`src/rtl/seven_scan_pkg.sv`:
```
// Shared types and constants for the 8-digit seven-segment scan path.
package seven_pkg;

  localparam int DIGITS = 8;

  typedef logic [7:0] seg_t;

  typedef enum logic {SCAN_BLANK, SCAN_DRIVE} scan_state_t;

  localparam seg_t SEG_OFF = 8'hFF;

  // Active-low one-cold anode select for a digit index.
  function automatic logic [7:0] anode_sel(input logic [2:0] idx);
    anode_sel = ~(8'd1 << idx);
  endfunction

endpackage

```
`src/rtl/seven_scan_if.sv`:
```
// Bundle between the per-digit decoders, the scan controller and the board pins.
interface seven_scan_if;
  import seven_pkg::*;

  // No handshake: segment data, enables and brightness are level inputs sampled
  // only at the BLANK->DRIVE edge of each slot; outputs are registered levels.
  seg_t              segments_in [DIGITS];
  logic [DIGITS-1:0] digit_enable;
  logic [3:0]        brightness;
  seg_t              ca;
  logic [7:0]        an;
  logic              frame_start;
  scan_state_t       dbg_state;
  logic [2:0]        dbg_idx;

  modport master (
    output segments_in, digit_enable, brightness,
    input  ca, an, frame_start, dbg_state, dbg_idx
  );

  modport slave (
    input  segments_in, digit_enable, brightness,
    output ca, an, frame_start, dbg_state, dbg_idx
  );

endinterface

```
`src/rtl/seven_pwm.sv`:
```
// 4-bit brightness PWM: free-running counter, cleared at slot latch, compared to level.
module seven_pwm (
  input  logic       clk,
  input  logic       resetn,
  input  logic       clear,
  input  logic [3:0] level,
  output logic       on
);

  logic [3:0] r_cnt;
  logic [3:0] w_cnt_next;

  assign w_cnt_next = clear ? 4'd0 : r_cnt + 4'd1;

  // Compare against the next count so the registered outputs line up with it.
  assign on = (w_cnt_next <= level);

  always_ff @(posedge clk) begin
    if (!resetn) begin
      r_cnt <= 4'd0;
    end else begin
      r_cnt <= w_cnt_next;
    end
  end

endmodule

```
`src/rtl/seven_scan.sv`:
```
// Time-multiplexed scan controller: one shared cathode bus, eight digit slots,
// each slot a ghosting blank followed by a PWM-dimmed drive phase.
module seven_scan
  import seven_pkg::*;
#(
  parameter int CLKS_PER_DIGIT = 100000,
  parameter int BLANK_CLKS     = 1000
) (
  input logic         clk,
  input logic         resetn,
  seven_scan_if.slave bus
);

  localparam int SW = $clog2(CLKS_PER_DIGIT);
  localparam logic [SW-1:0] SLOT_LAST  = SW'(CLKS_PER_DIGIT - 1);
  localparam logic [SW-1:0] BLANK_LAST = SW'(BLANK_CLKS - 1);

  generate
    if (BLANK_CLKS < 1 || BLANK_CLKS >= CLKS_PER_DIGIT) begin : g_bad_params
      $fatal(1, "seven_scan: need 1 <= BLANK_CLKS < CLKS_PER_DIGIT");
    end
  endgenerate

  scan_state_t   r_state;
  logic [2:0]    r_idx;
  logic [SW-1:0] r_slot_cnt;
  seg_t          r_seg_q;
  logic          r_en_q;
  logic [3:0]    r_bri_q;
  logic [7:0]    r_an;
  seg_t          r_ca;
  logic          r_frame_start;

  logic          w_slot_wrap;
  logic          w_latch;
  logic          w_slot_end;
  logic [SW-1:0] w_slot_next;
  scan_state_t   w_state_next;
  logic [2:0]    w_idx_next;
  seg_t          w_seg_next;
  logic          w_en_next;
  logic [3:0]    w_bri_next;
  logic          w_pwm_on;
  logic          w_lit;
  logic          w_frame_next;

  assign w_slot_wrap = (r_slot_cnt == SLOT_LAST);
  assign w_latch     = (r_state == SCAN_BLANK) && (r_slot_cnt == BLANK_LAST);
  assign w_slot_end  = (r_state == SCAN_DRIVE) && w_slot_wrap;
  assign w_slot_next = w_slot_wrap ? '0 : r_slot_cnt + SW'(1);

  always_comb begin
    w_state_next = r_state;
    if (w_latch) begin
      w_state_next = SCAN_DRIVE;
    end else if (w_slot_end) begin
      w_state_next = SCAN_BLANK;
    end
  end

  assign w_idx_next = w_slot_end ? r_idx + 3'd1 : r_idx;

  // Per-slot snapshot keeps the digit tear-free against mid-slot input changes.
  assign w_seg_next = w_latch ? bus.segments_in[r_idx] : r_seg_q;
  assign w_en_next  = w_latch ? bus.digit_enable[r_idx] : r_en_q;
  assign w_bri_next = w_latch ? bus.brightness : r_bri_q;

  seven_pwm u_pwm (
    .clk   (clk),
    .resetn(resetn),
    .clear (w_latch),
    .level (w_bri_next),
    .on    (w_pwm_on)
  );

  assign w_lit        = (w_state_next == SCAN_DRIVE) && w_en_next && w_pwm_on;
  assign w_frame_next = w_slot_end && (w_idx_next == 3'd0);

  always_ff @(posedge clk) begin
    if (!resetn) begin
      r_state       <= SCAN_BLANK;
      r_idx         <= 3'd0;
      r_slot_cnt    <= '0;
      r_seg_q       <= SEG_OFF;
      r_en_q        <= 1'b0;
      r_bri_q       <= 4'd0;
      r_an          <= 8'hFF;
      r_ca          <= SEG_OFF;
      r_frame_start <= 1'b0;
    end else begin
      r_state       <= w_state_next;
      r_idx         <= w_idx_next;
      r_slot_cnt    <= w_slot_next;
      r_seg_q       <= w_seg_next;
      r_en_q        <= w_en_next;
      r_bri_q       <= w_bri_next;
      r_an          <= w_lit ? anode_sel(w_idx_next) : 8'hFF;
      r_ca          <= w_lit ? w_seg_next : SEG_OFF;
      r_frame_start <= w_frame_next;
    end
  end

  assign bus.an          = r_an;
  assign bus.ca          = r_ca;
  assign bus.frame_start = r_frame_start;
  assign bus.dbg_state   = r_state;
  assign bus.dbg_idx     = r_idx;

endmodule
```
`src/flat_wrapper.sv`:
```
// flat-port wrapper written by rule: the top's interface ports become plain ports
module seven_scan_flat import seven_pkg::*;
#(
  parameter int CLKS_PER_DIGIT = 100000,
  parameter int BLANK_CLKS     = 1000
)
  (clk, resetn, bus_segments_in, bus_digit_enable, bus_brightness, bus_ca, bus_an, bus_frame_start, bus_dbg_state, bus_dbg_idx);
  seven_scan_if bus_i ();
  input logic clk;
  input logic resetn;
  input wire logic [$bits(bus_i.segments_in)-1:0] bus_segments_in;
  input wire logic [$bits(bus_i.digit_enable)-1:0] bus_digit_enable;
  input wire logic [$bits(bus_i.brightness)-1:0] bus_brightness;
  output wire logic [$bits(bus_i.ca)-1:0] bus_ca;
  output wire logic [$bits(bus_i.an)-1:0] bus_an;
  output wire logic [$bits(bus_i.frame_start)-1:0] bus_frame_start;
  output wire logic [$bits(bus_i.dbg_state)-1:0] bus_dbg_state;
  output wire logic [$bits(bus_i.dbg_idx)-1:0] bus_dbg_idx;
  assign bus_i.segments_in = {>>{bus_segments_in}};
  assign bus_i.digit_enable = bus_digit_enable;
  assign bus_i.brightness = bus_brightness;
  assign bus_ca = bus_i.ca;
  assign bus_an = bus_i.an;
  assign bus_frame_start = bus_i.frame_start;
  assign bus_dbg_state = bus_i.dbg_state;
  assign bus_dbg_idx = bus_i.dbg_idx;
  seven_scan #(.CLKS_PER_DIGIT(CLKS_PER_DIGIT), .BLANK_CLKS(BLANK_CLKS)) u_core (.clk(clk), .resetn(resetn), .bus(bus_i));
endmodule
```
`config.mk`:
```
export PLATFORM = sky130hd
export DESIGN_NAME = seven_scan_flat
export DESIGN_NICKNAME = d
export VERILOG_FILES = /design/src/rtl/seven_scan_pkg.sv /design/src/rtl/seven_scan_if.sv /design/src/rtl/seven_pwm.sv /design/src/rtl/seven_scan.sv /design/src/flat_wrapper.sv
export SDC_FILE = /design/constraint.sdc
export NUM_CORES = 1
export LEC_CHECK = 0
export CORE_UTILIZATION = 48
export DETAILED_ROUTE_END_ITERATION = 10
export PLACE_DENSITY = 0.85
export SYNTH_ARGS = -nofsm -noshare
export SYNTH_HDL_FRONTEND = slang
export SYNTH_SLANG_ARGS = --single-unit
export TNS_END_PERCENT = 5
```
`constraint.sdc`:
```
create_clock -name clk -period 5.81 [get_ports clk]
set_clock_uncertainty 0.2 [all_clocks]
set_input_delay 0.581 -clock clk [delete_from_list [all_inputs] [get_ports clk]]
set_output_delay 0.581 -clock clk [all_outputs]
set_load 0.01 [all_outputs]
```
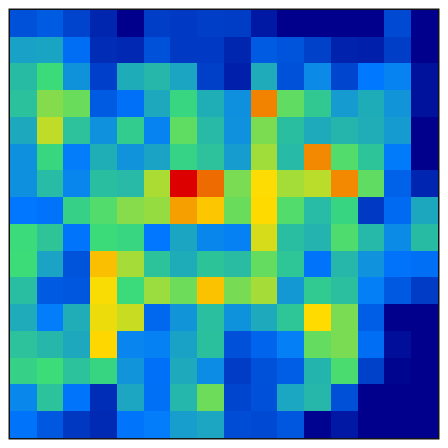
wire_density.png
16 x 16 tiles, from dark blue (low) to red (high), scaled to the fullest tile. Values are wire area over tile area, all layers added.
tiles over half the peak	19%
nearly empty tiles	8.2%
densest ninth of the die	center
fullest tile	0.56
mean over tiles	0.19
average wire per cell in the routed design: 15.1 um
Total GRT Usage: 0.241
vias after detailed routing: 2494

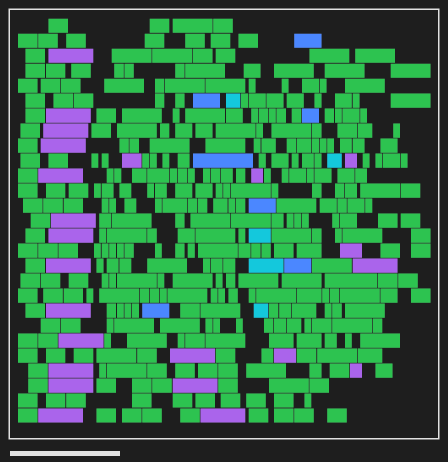
drive_strength.png
Scale bar: 20 um.
color	size	cells	share	most used
blue	drive 6 and up	7	1.8%	clkbuf_8
purple	drive 2	23	6.0%	mux4_2
cyan	drive 3 to 4	5	1.3%	buf_4
green	drive 1 or less	346	91%	clkdlybuf4s50_1
final design instance area without fill: 3860 sq um
Signal buffers: 100

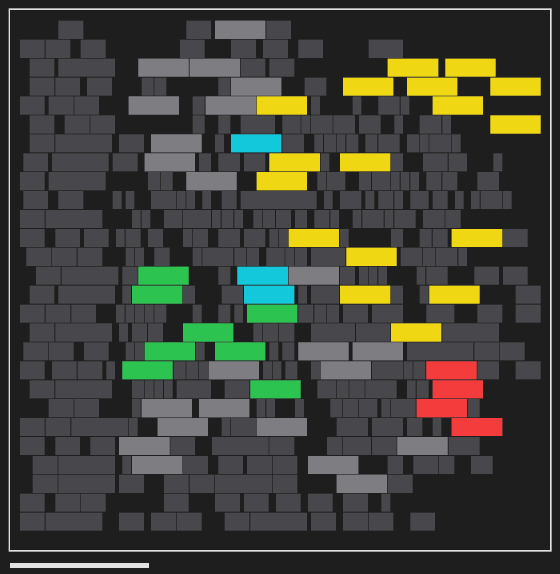
registers.png
Scale bar: 20 um. Other sequential cells in the stronger gray, the rest of the logic in the fainter gray.
color	netlist name	sequential cells
red	`u_core.u_pwm.r_cnt`	4
green	`u_core.r_seg_q`	8
cyan	`u_core.bus.dbg_idx`	3
yellow	`u_core.r_slot_cnt`	17
not colored	23
share of the core filled with cells: 0.702
area occupied by registers: 1100 sq um
register share of the cell area: 0.285
sequential group power: 0.000383 W

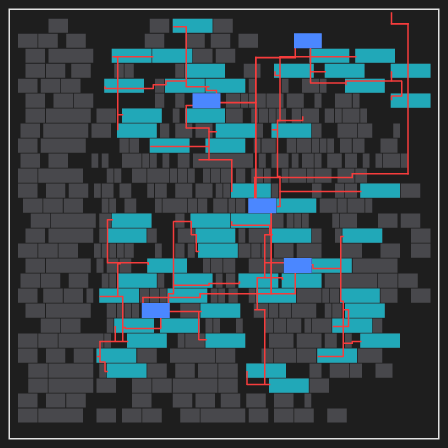
clock_map.png
[cyan] flip-flops | count: 55
[blue] cells driving clock nets | count: 5
[red] clock wires | length: 594 um
routed clock nets	6
Clk Latency, worst-skew pair: 320 ps
Clock net power: 0.000258 W
Clock power frac: 0.355

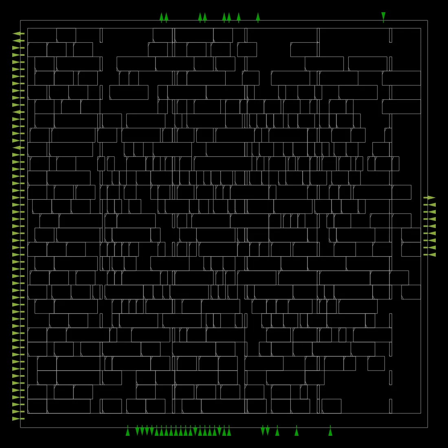
final_placement.png
count of fill cells added during filler insertion: 415
core outline area: 5510 sq um
tally of non-filler cells in the final layout: 453
row count: 27

==> out/qor.csv <==
stage,metric,value,unit
logic_synthesis,ys.flop_type,dfxtp_1,
critical_path,worst_setup_path_end_kind,flip-flop,
logic_synthesis,average_cell_area_after_synthesis,9.51,sq um
logic_synthesis,flip_flops_with_a_built_in_enable,0,
critical_path,rrSetupSlack,1890,ps
floorplanning,floorplanUtilization,0.499,
critical_path,rr_worst_depth,10,
power_and_ir_drop,p_sw_frac,0.212,
timing,hold_violations,0,
timing,final.hold.worst_slack,258,ps
logic_synthesis,syn-num-nets,374,
power_and_ir_drop,worst_ir_drop_on_vdd,0.0972,mV
cts,numCtsBuffers,5,
critical_path,crit_family,simple AND/OR/NAND/NOR gates,
timing,drv_slew,0,
logic_synthesis,area_leaders,"dfxtp_1, mux4_2, nand2_1",
cts,cts-hold-fix-buffers,0,
logic_synthesis,synth-seq-cells,55,
cts,clk_pin_slew_worst_paths,90,ps
critical_path,cp_data_required_time,5800,ps
routing,first_pass_iters,4,
placed_design,dpl-instance-area,3750,sq um
critical_path,startpoint_type,flip-flop,
status,outcome,"finished, final reports clean",
run,max_cap_viol_count,0,
logic_synthesis,synth-async-reset-ratio,0,
routing,detailed_route_vias_per_instance,5.51,
global_routing,grt_antenna_before_repair,0,
final_layout,area_delta_synth_final,40.6,%
timing,setup_tns,0,ps
critical_path,crit_path_cell_trace,or4_1 -> nor2_2 -> and2_1 -> mux2i_1 -> ha_1 -> nor2b_1 -> o21a_1 -> nor3_1 -> o22a_4 -> nand3_1,
logic_synthesis,postSynthCellCount,289,
worst_hold_path,hold_start,u_core.r_slot_cnt[0]$_SDFF_PP0_,
critical_path,worstSetupEndpoint,u_core.bus.an[2]$_SDFF_PN1_,
routing,detailedRoute.firstIterationViolations,135,
timing,timing.fmax,0.255,GHz
placed_design,port_buffers,98,
logic_synthesis,yosys.stat.seqShare,0.401,
routing,totalWireLength,6840,um
cts,cts.sink_count,55,
routing,drcViolationCount,0,
critical_path,regToRegEndpoint,u_core.bus.an[2]$_SDFF_PN1_,
floorplanning,die_width,77.7,um
final_layout,antennaDiodeCount,0,
final_layout,fin_nets,465,
placed_design,pre_cts_setup_slack,1920,ps
power_and_ir_drop,total_switching_power,0.000154,W
cts,count_of_h_tree_levels_built_during_cts,2,
logic_synthesis,synth.top_cell.area_share,0.401,
floorplanning,die-area,6030,sq um
power_and_ir_drop,totalPowerFinal,0.000727,W
critical_path,worst-path-buf-inv,0,
cts,clock_tree.buffer_depth,2,
routing,number_of_nets_with_antenna_violations_after_routing,0,
timing,post-route-min-period,3920,ps
critical_path,start_point_of_the_critical_path,u_core.r_slot_cnt[11]$_SDFF_PP0_,
==> flip-flops by register name (all words and copies together) (netlist names) <==
name                    count
u_core.u_pwm.r_cnt          4
u_core.bus.frame_start      1
u_core.bus.an               8
u_core.bus.dbg_idx          3
u_core.bus.ca               8
u_core.r_bri_q              4
u_core.r_en_q               1
u_core.r_slot_cnt          17
u_core.bus.dbg_state        1
u_core.r_seg_q              8
==> routing by layer <==
| layer | up-vias | share of wire | global-route usage |
|---|---|---|---|
| met4 | 0 | 0.030 | 0.111 |
| met2 | 120 | 0.50 | 0.427 |
| met1 | 1155 | 0.38 | 0.270 |
| met3 | 19 | 0.085 | 0.0612 |
| li1 | 1200 | - | - |
| met5 | - | 0 | 0 |
==> power groups by stage <==
stage / logic, W / registers, W / clock network, W
floorplan: 0.0000284 / 0.000391 / 0
global placement: 0.0000840 / 0.000391 / 0
detailed placement: 0.0000861 / 0.000391 / 0
CTS: 0.0000866 / 0.000383 / 0.000263
global route: 0.0000931 / 0.000383 / 0.000279
finish: 0.0000860 / 0.000383 / 0.000258
==> layout make-up <==
class                           instances  area, sq um  area share
Clock buffer                            5         68.8      0.0178
Clock inverter                          3         46.3      0.0120
Inverter                                8         30.0     0.00777
Multi-Input combinational cell        210         1530       0.396
Sequential cell                        55         1100       0.285
Tap cell                               72         90.1      0.0233
Timing Repair Buffer                  100          996       0.258
==> logic make-up (layout without fill, tap and decap cells) <==
| kind of cell | after synthesis | in the layout | synth area share |
|---|---|---|---|
| buffers and inverters | 24 | 116 | 0.0419 |
| adder cells (fa/ha/maj) | 7 | 7 | 0.0319 |
| AND/OR/NAND/NOR | 136 | 136 | 0.233 |
| AND-OR/OR-AND | 23 | 23 | 0.0574 |
| flip-flops | 55 | 55 | 0.401 |
| multiplexers | 24 | 24 | 0.172 |
| XOR/XNOR | 20 | 20 | 0.0638 |
==> worst register-to-register path, cell delays in order, from the launching register on <==
cell,delay [ps]
dfxtp_1,340
or4_1,570
nor2_2,480
and2_1,720
mux2i_1,330
ha_1,280
nor2b_1,130
o21a_1,160
nor3_1,190
o22a_4,290
nand3_1,100
==> worst min path at each step <==
stage,slack [ps],depth (start not counted),to
6_report,260,1,u_core.r_slot_cnt[0]$_SDFF_PP0_
5_1_grt,300,1,u_core.r_slot_cnt[0]$_SDFF_PP0_
4_1_cts,260,1,u_core.r_slot_cnt[0]$_SDFF_PP0_
3_5_place_dp,240,1,u_core.r_slot_cnt[0]$_SDFF_PP0_
3_3_place_gp,230,1,u_core.r_slot_cnt[0]$_SDFF_PP0_
2_1_floorplan,220,1,u_core.r_slot_cnt[0]$_SDFF_PP0_
==> layout by cell type (no fill, tap or decap), types with 5 or more instances in the layout <==
cell              n
xnor2_1          13
nand2_1          41
dfxtp_1          55
nand3_1          20
nor2_1           36
xor2_1            7
clkdlybuf4s50_1  98
mux4_2           17
o21ai_0           8
clkbuf_8          5
nor3_1            7
nand4_1          10
ha_1              7
inv_1             8
==> per-stage QoR <==
step	std cells	util
floorplan	289	-
global placement	445	0.681
detailed placement	445	0.681
CTS	453	0.702
global route	453	0.702
finish	453	0.702
Power and IR drop assume default switching activity.
